File: src/rtl/wide_addsub_seq.sv
// Multi-cycle wide adder/subtractor: one W-bit slice per cycle, ripple carry
// held in a register, NZCV flags produced after the last slice settles.

module wide_addsub_slice #(
    parameter int W = 32
) (
    input  logic [W-1:0] a,
    input  logic [W-1:0] b,
    input  logic         sub,
    input  logic         cin,
    output logic [W-1:0] sum,
    output logic         cout
);
    logic [W-1:0] beff;

    assign beff        = sub ? ~b : b;
    assign {cout, sum} = {1'b0, a} + {1'b0, beff} + (W+1)'(cin);
endmodule

module wide_addsub_seq #(
    parameter int W     = 32,
    parameter int WORDS = 4
) (
    input  logic             clk,
    input  logic             rst_n,
    input  logic             in_valid,
    output logic             in_ready,
    input  logic             op_sub,
    input  logic [W*WORDS-1:0] A,
    input  logic [W*WORDS-1:0] B,
    output logic             out_valid,
    input  logic             out_ready,
    output logic [W*WORDS-1:0] R,
    output logic             N_flag,
    output logic             Z_flag,
    output logic             C_flag,
    output logic             V_flag,
    output logic             busy
);
    localparam int L  = W * WORDS;
    localparam int IW = $clog2(WORDS + 1);

    typedef enum logic [1:0] {IDLE, RUN, DONE} state_t;

    state_t          state_q, state_d;
    logic [L-1:0]    a_q, b_q, r_q;
    logic            op_q;
    logic            carry_q;
    logic [IW-1:0]   idx_q;
    logic            n_q, z_q, c_q, v_q;

    logic [W-1:0]    a_sl, b_sl, sum_sl;
    logic            cout_sl;
    logic            slices_done;

    // idx_q == WORDS is one extra RUN cycle that folds flags from the settled R,
    // which gives the WORDS+1 edge accept-to-valid latency.
    assign slices_done = (idx_q == IW'(WORDS));

    always_comb begin
        a_sl = '0;
        b_sl = '0;
        for (int k = 0; k < WORDS; k++) begin
            if (idx_q == IW'(k)) begin
                a_sl = a_q[k*W +: W];
                b_sl = b_q[k*W +: W];
            end
        end
    end

    wide_addsub_slice #(.W(W)) u_slice (
        .a    (a_sl),
        .b    (b_sl),
        .sub  (op_q),
        .cin  (carry_q),
        .sum  (sum_sl),
        .cout (cout_sl)
    );

    always_comb begin
        state_d = state_q;
        case (state_q)
            IDLE:    if (in_valid)    state_d = RUN;
            RUN:     if (slices_done) state_d = DONE;
            DONE:    if (out_ready)   state_d = IDLE;
            default:                  state_d = IDLE;
        endcase
    end

    always_ff @(posedge clk or negedge rst_n) begin
        if (!rst_n) state_q <= IDLE;
        else        state_q <= state_d;
    end

    always_ff @(posedge clk or negedge rst_n) begin
        if (!rst_n) begin
            a_q     <= '0;
            b_q     <= '0;
            r_q     <= '0;
            op_q    <= 1'b0;
            carry_q <= 1'b0;
            idx_q   <= '0;
            n_q     <= 1'b0;
            z_q     <= 1'b0;
            c_q     <= 1'b0;
            v_q     <= 1'b0;
        end else begin
            case (state_q)
                IDLE: begin
                    if (in_valid) begin
                        a_q     <= A;
                        b_q     <= B;
                        op_q    <= op_sub;
                        carry_q <= op_sub;
                        idx_q   <= '0;
                    end
                end
                RUN: begin
                    if (!slices_done) begin
                        for (int k = 0; k < WORDS; k++)
                            if (idx_q == IW'(k)) r_q[k*W +: W] <= sum_sl;
                        carry_q <= cout_sl;
                        idx_q   <= idx_q + IW'(1);
                    end else begin
                        // carry_q now holds the carry out of the top slice
                        n_q <= r_q[L-1];
                        z_q <= (r_q == '0);
                        c_q <= op_q ? ~carry_q : carry_q;
                        v_q <= (a_q[L-1] == (op_q ^ b_q[L-1])) && (r_q[L-1] != a_q[L-1]);
                    end
                end
                default: ;
            endcase
        end
    end

    assign in_ready  = (state_q == IDLE);
    assign out_valid = (state_q == DONE);
    assign busy      = (state_q != IDLE);
    assign R         = r_q;
    assign N_flag    = n_q;
    assign Z_flag    = z_q;
    assign C_flag    = c_q;
    assign V_flag    = v_q;
endmodule

File: config.mk
export PLATFORM = sky130hd
export DESIGN_NAME = wide_addsub_seq
export DESIGN_NICKNAME = d
export VERILOG_FILES = /design/src/rtl/wide_addsub_seq.sv
export SDC_FILE = /design/constraint.sdc
export NUM_CORES = 1
export LEC_CHECK = 0
export CORE_MARGIN = 2
export CORE_UTILIZATION = 55
export DETAILED_ROUTE_END_ITERATION = 12
export DONT_BUFFER_PORTS = 1
export PLACE_DENSITY = 0.7
export SLEW_MARGIN = 20
export SYNTH_ARGS = -nofsm -noshare
export SYNTH_HDL_FRONTEND = slang
export SYNTH_SLANG_ARGS = --single-unit
File: constraint.sdc
create_clock -name clk -period 5.39 [get_ports clk]
set_input_delay 1.617 -clock clk [delete_from_list [all_inputs] [get_ports clk]]
set_output_delay 1.617 -clock clk [all_outputs]
set_load 0.01 [all_outputs]
Metal 3:
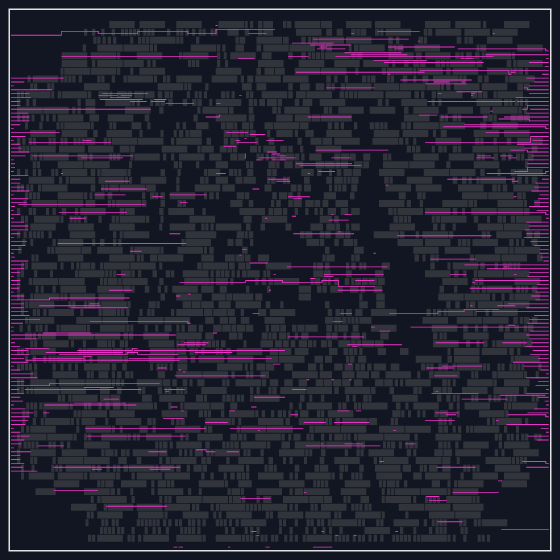
share of all routed wire: 7.7%
longest straight run: 57.3 um
wire length on this layer: 4,270 um

Routed clock nets over the placement:
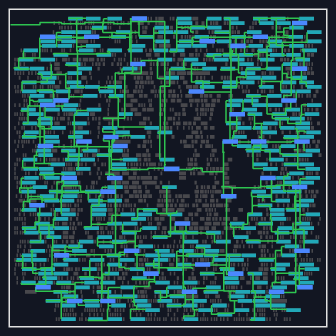
[green] clock wires | length: 4,800 um
[cyan] flip-flops | count: 395
[blue] clock-net drivers | count: 42
routed clock nets: 43
flops lie: widely spread

==> summary.txt <==
Results of an implementation run.

The flow ran to the end, but the final reports show violations. The checks that failed: slew limit. The area taken by flip-flops and latches is 0.00989 mm2.

According to the cell report, the number of logic gates is about 1,700. The worst setup path is captured at a register. The compound-gate portion of the synthesized area is 0.134. The main area contributors are sky130_fd_sc_hd__dfrtp_1 53%, sky130_fd_sc_hd__nand2_1 19%, sky130_fd_sc_hd__o21ai_0 5.3%, sky130_fd_sc_hd__clkbuf_1 2.4%, sky130_fd_sc_hd__ha_1 2.4%.

The final tally of max-slew violations is 165. Summed over all routing layers, the global router reports a total usage of 0.308. The area enclosed by the die boundary is 0.0356 mm2. Looking at the critical path, the highest net fanout was 21.

The total placed instance area is 0.0190 mm2. During tapcell insertion the tool placed 448 well taps. In this run, synthesis produced a sequential element count of 395. The floorplan row count is 67. Signal nets in the final route climb as high as met4. The number of antenna-violating nets in the routed design is 0. The multi-input gate share of the layout cell area is 0.407.

The report counts max-capacitance violations totalling 0. The critical path is of the reg -> reg type. The total tool warning count is 35. The x dimension of the die is 189 um. The minimum clock period after layout is 4850 ps. The area fraction of the largest cell type after synthesis is 0.527. For flop-to-flop paths, the worst setup slack is 540 ps. The mean routed wirelength per cell is 21.0 um. The met3 global-route usage is 0.0603.

The worst path meets setup with 544 ps of slack. For this design, the slowest cell found on the critical path is sky130_fd_sc_hd__nor3_1. The cell that appears most often on the critical path is sky130_fd_sc_hd__o21ai_0. roughly 400 I/O pins were placed. Ranked by instance count, the synthesized netlist is headed by 963 x sky130_fd_sc_hd__nand2_1, 395 x sky130_fd_sc_hd__dfrtp_1, 197 x sky130_fd_sc_hd__o21ai_0, 121 x sky130_fd_sc_hd__clkbuf_1, 71 x sky130_fd_sc_hd__a21oi_1. At the later pin of the worst-skew pair, clock insertion delay measures 540 ps. Including well taps, the total number of placed cells is 2,555. The arrival time of data at the worst endpoint is listed as 5230 ps. The stage delay of the slowest cell on the critical path is 740 ps. On the final layout, the worst hold slack is around 470 ps.

The pin count of the biggest net entering global routing is 396. The total area of multi-input combinational cells is approximately 0.0083 mm2. The finished design was reported to have a net count of 2,450. The fraction of final layout cells with drive strength greater than 1 is 0.0526. The number of sequential cells reported for the layout is approximately 400. Of the total synthesized cell area, the portion taken by XOR and XNOR cells is 0.0283. The DRC violation count after routing is 0. Looking at the cell usage after synthesis, the top flip-flop cell is sky130_fd_sc_hd__dfrtp_1. The count of placed standard cells in the final layout, fillers left out is 2,633. The worst hold-check path type is reg -> reg.

By instance count after routing, the leading logic cell type is sky130_fd_sc_hd__nand2_1. Summing every instance area after synthesis gives 0.0188 mm2.
Cell sizes after repair:
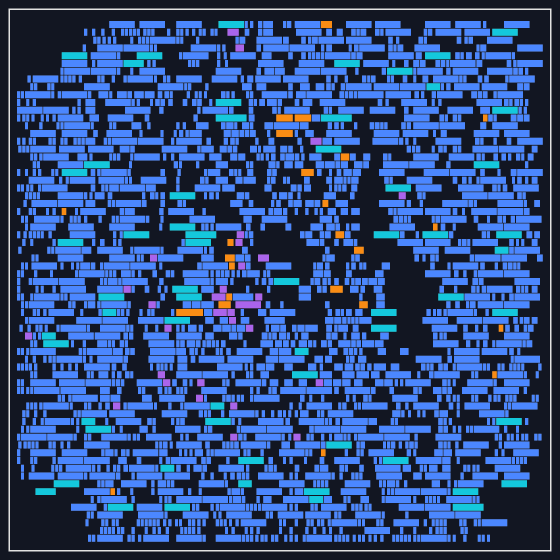
| color | size | cells | share |
|---|---|---|---|
| blue | x1 and smaller | 2,070 | 95% |
| purple | x3 and x4 | 30 | 1.4% |
| cyan | x6 and larger | 61 | 2.8% |
| orange | x2 | 24 | 1.1% |

